**src/rtl/jk_reg_bank.sv**
```systemverilog
// rtl/jk_reg_bank.sv - bank of independent JK register bits with change flags; optional change counter under JK_CHG_CNT_EN
module jk_reg_bank #(
    parameter int              WIDTH   = 8,
    parameter int              CNT_W   = 16,
    parameter logic [WIDTH-1:0] RST_VAL = {WIDTH{1'b0}}
) (
    input  logic             clk,
    input  logic             rst,
    input  logic             en,
    input  logic             load,
    input  logic [WIDTH-1:0] load_data,
    input  logic [WIDTH-1:0] j,
    input  logic [WIDTH-1:0] k,
    output logic [WIDTH-1:0] q,
    output logic [WIDTH-1:0] q_n,
    output logic [WIDTH-1:0] chg,
`ifdef JK_CHG_CNT_EN
    output logic [CNT_W-1:0] chg_cnt,
`endif
    output logic             any_chg
);

    logic [WIDTH-1:0] q_q;
    logic [WIDTH-1:0] q_d;
    logic [WIDTH-1:0] chg_q;
    logic [WIDTH-1:0] chg_d;

    // Next state: load wins over the JK update; the JK equation gives hold/clear/set/toggle per bit.
    always_comb begin
        q_d = q_q;
        if (load) begin
            q_d = load_data;
        end else if (en) begin
            q_d = (j & ~q_q) | (~k & q_q);
        end
        chg_d = q_d ^ q_q;
    end

    // State and change flags update together so chg always describes the edge that produced q.
    always_ff @(posedge clk) begin
        if (rst) begin
            q_q   <= RST_VAL;
            chg_q <= '0;
        end else begin
            q_q   <= q_d;
            chg_q <= chg_d;
        end
    end

`ifdef JK_CHG_CNT_EN
    logic [CNT_W-1:0] cnt_q;
    logic [CNT_W-1:0] cnt_d;

    // One count per changing edge regardless of how many bits moved; sticks at all-ones.
    always_comb begin
        cnt_d = cnt_q;
        if ((|chg_d) && (cnt_q != {CNT_W{1'b1}})) begin
            cnt_d = cnt_q + 1'b1;
        end
    end

    // Counter register cleared by reset alongside q.
    always_ff @(posedge clk) begin
        if (rst) begin
            cnt_q <= '0;
        end else begin
            cnt_q <= cnt_d;
        end
    end

    assign chg_cnt = cnt_q;
`endif

    assign q       = q_q;
    assign q_n     = ~q_q;
    assign chg     = chg_q;
    assign any_chg = |chg_q;

endmodule

```
**config.mk**
```make
export PLATFORM = sky130hd
export DESIGN_NAME = jk_reg_bank
export DESIGN_NICKNAME = d
export VERILOG_FILES = /design/src/rtl/jk_reg_bank.sv
export SDC_FILE = /design/constraint.sdc
export NUM_CORES = 1
export LEC_CHECK = 0
export CORE_UTILIZATION = 39
export DETAILED_ROUTE_END_ITERATION = 8
export GPL_ROUTABILITY_DRIVEN = 0
export GPL_TIMING_DRIVEN = 0
export PLACE_DENSITY_LB_ADDON = 0.08
export SYNTH_ARGS = -nofsm -noshare
export SYNTH_HDL_FRONTEND = slang
export SYNTH_SLANG_ARGS = --single-unit
export TNS_END_PERCENT = 5
```
**constraint.sdc**
```tcl
create_clock -name clk -period 3 [get_ports clk]
set_input_delay 0.45 -clock clk [delete_from_list [all_inputs] [get_ports clk]]
set_output_delay 0.45 -clock clk [all_outputs]
set_load 0.05 [all_outputs]
```
Run 1, clock routing:
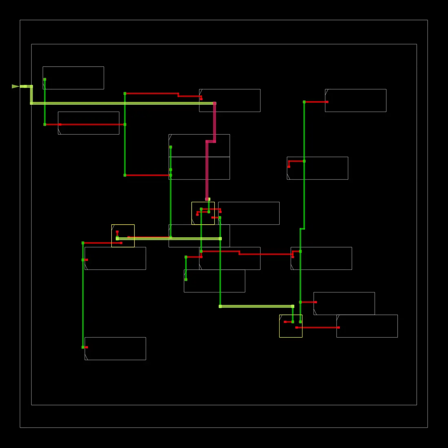
clock group power: 0.000114 W
CLK BUF: 3
total clock sinks: 16
CTS Buf Count: 3

Run 1, selected gate families:
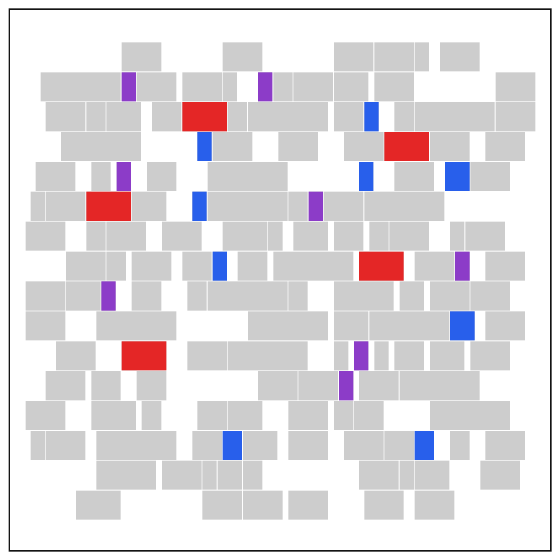
| colour | family | cells |
|---|---|---|
| red | multiplexers | 5 |
| purple | NAND gates | 8 |
| blue | NOR gates | 9 |

Run 1, met2 routing:
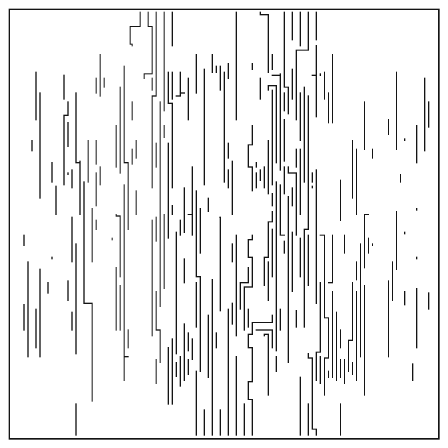
wire length on this layer: 1250 um
longest straight run: 23.5 um
nets with wire on the layer: 155
share of all routed wire: 50%

==> results.ini, run 1 <==
[global_route]
grt_util_met2=0.379
grt.overflow.total=0
antenna_found_initial=0
gr-usage-all-layers=0.230

[run_status]
status=completed

[synthesis]
yosysCellCount=97
yosysTopAreaCellShare=0.369
yosysWarnings=0
synth-seq-cells=16
ys_top_cells_by_area=dfxtp_1 37%, a21oi_1 8.1%, a311o_1 6.9%, mux2_2 6.5%, xor2_1 5.1%
syn_inst=97
ff_type=dfxtp_1
synthTopLogicFamily=AND-OR/OR-AND gates
async_flop_share=0

[layout]
drive_gt1_frac=0.0993
regArea_um2=320
num-nets-final=181
logic_gates=65
antenna_cells=0

[route]
wl_um=2490
drc=0
via_per_inst=5.24
wl_met3_um=183
drtPass1Iterations=4
wl_per_cell_um=14.0

[timing]
fin_ws_ns=0.865
period_minus_slack_ns=2.14

[power]
netSwitchingFraction=0.374
power_leader=combinational logic

[run]
maxCapViolCount=0
warnings=26

[place]
dp_hpwl_um=1860

[clock_tree]
cts_buffer_depth=2

[floorplan]
die_w_um=49.2

[critical_path]
reg2reg_setup_slack_ns=1.82

[worst_hold_path]
hold_depth=2

## run 1: critical path, delay by kind of cell (launching register included)
kind / cells / cell delay (ns)
flip-flops: 1 / 0.33
buffers and inverters: 1 / 0.70
AND/OR/NAND/NOR: 2 / 0.37
## run 1: per-stage QoR
step / utilization / power, W / std cells / hold slack, ns / area [um^2]
floorplan: - / 0.000402 / 97 / 0.519 / 867
finish: 0.709 / 0.000613 / 178 / 0.586 / 1430
detailed placement: 0.698 / 0.000505 / 175 / 0.567 / 1410
CTS: 0.709 / 0.000615 / 178 / 0.583 / 1430
global placement: 0.698 / 0.000500 / 175 / 0.563 / 1410
global route: 0.709 / 0.000644 / 178 / 0.629 / 1430
## run 1: registers in the layout (all words and copies together) (netlist names)
signal,count
chg,8
q,8
Run 1, metal 3:
The bar under the picture is 10 um long. Cells faint in the background.
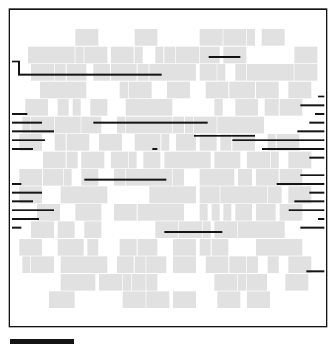

==> run 2, diff against run 1 <==
--- a/config.mk
+++ b/config.mk
@@ -5,7 +5,7 @@
 export SDC_FILE = /design/constraint.sdc
 export NUM_CORES = 1
 export LEC_CHECK = 0
-export CORE_UTILIZATION = 39
+export CORE_UTILIZATION = 33
 export DETAILED_ROUTE_END_ITERATION = 8
 export GPL_ROUTABILITY_DRIVEN = 0
 export GPL_TIMING_DRIVEN = 0
==> constraint.sdc (replaced) <==
create_clock -name clk -period 1.9 [get_ports clk]
set_input_delay 0.285 -clock clk [delete_from_list [all_inputs] [get_ports clk]]
set_output_delay 0.285 -clock clk [all_outputs]
set_load 0.05 [all_outputs]
Run 2, metal 3:
The bar under the picture is 20 um long. Cells faint in the background.
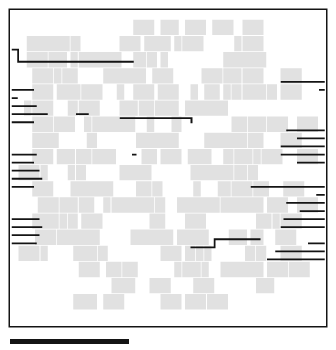
wire length on this layer: 199 um
longest straight run: 19.3 um
main direction: horizontal
share of all routed wire: 8.0%
nets with wire on the layer: 34

Run 2, clock routing:
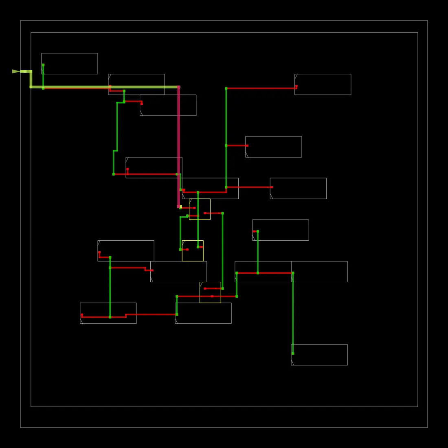
Seq cells: 16
clock group power: 0.000175 W
worst clock skew: 0.00721 ns
Late-Pin Clk Latency: 0.28 ns

Run 2, selected gate families:
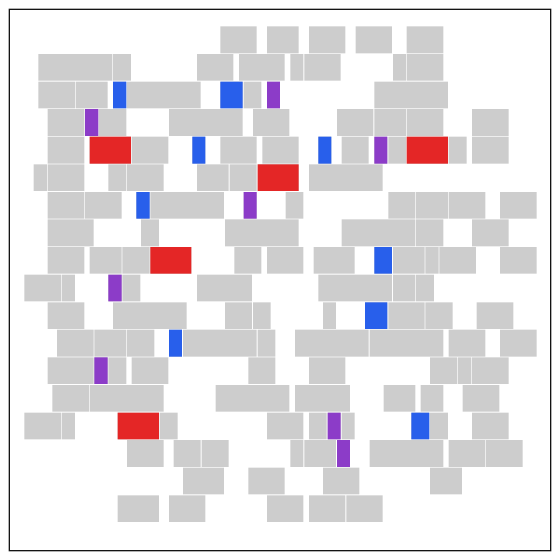
| colour | family | cells |
|---|---|---|
| blue | NOR gates | 9 |
| purple | NAND gates | 8 |
| red | multiplexers | 5 |

==> run 2 against run 1 <==
Net effect: global-route usage shrank 4.3 points; critical endpoint is now q[2]; power increased by 57%; combinational power up 57%; area after synthesis stayed put; cell count rose by 1.7%; die area grew 17%; sequential share of layout area decreased by 0.15 points.
==> results.ini, run 2 <==
[run_status]
status=completed

[synthesis]
async_flop_share=0
yosysCellCount=97
ys_top_cells_by_area=dfxtp_1 37%, a21oi_1 8.1%, a311o_1 6.9%, mux2_2 6.5%, xor2_1 5.1%
synth-seq-cells=16
yosysTopAreaCellShare=0.369

[critical_path]
reg2reg_setup_slack_ns=0.73
crit_buf_inv=1
path_depth=1

[layout]
design_area_mm2=0.00144
regArea_um2=320
fin_cells=181
drive_gt1_frac=0.0993
antenna_cells=0
final_core_util=0.583

[global_route]
grt.overflow.total=0
grt_util_met2=0.335
antenna_found_initial=0

[route]
wl_um=2490
via_per_inst=5.17
drtPass1Iterations=4
wl_per_cell_um=13.7

[place]
place_inst=178
dp_hpwl_um=1800

[timing]
fin_ws_ns=0.0403
period_minus_slack_ns=1.86
fmax_mhz=538
slew-limit-headroom=0.660

[run]
maxCapViolCount=0

[clock_tree]
cts_sinks=16
cts_buffer_depth=2
cts_buffers=3

[worst_hold_path]
hold_depth=4

[power]
netSwitchingFraction=0.372
power_leader=combinational logic

[floorplan]
die_w_um=53.3

==> run 2: cell counts after synthesis <==
Identical to the previous run, type by type.
==> run 2: final cells by class <==
| cell class | count | share of cell area |
|---|---|---|
| sequential | 16 | 0.222 |
| tap | 30 | 0.0260 |
| inverter | 9 | 0.0234 |
| multi-input combinational | 65 | 0.310 |
| buffer | 7 | 0.0451 |
| clock buffer | 3 | 0.0156 |
| timing repair buffer | 51 | 0.358 |
==> run 2: cell families (layout without fill, tap and decap cells) <==
kind of cell           Yosys count  after routing  share of synthesized area
flip-flops                      16             16                      0.369
buffers and inverters           16             70                      0.114
XOR/XNOR                         7              7                     0.0707
multiplexers                     5              5                     0.0649
AND-OR/OR-AND                   35             35                      0.290
AND/OR/NAND/NOR                 18             18                     0.0909
Power and IR drop assume default switching activity.
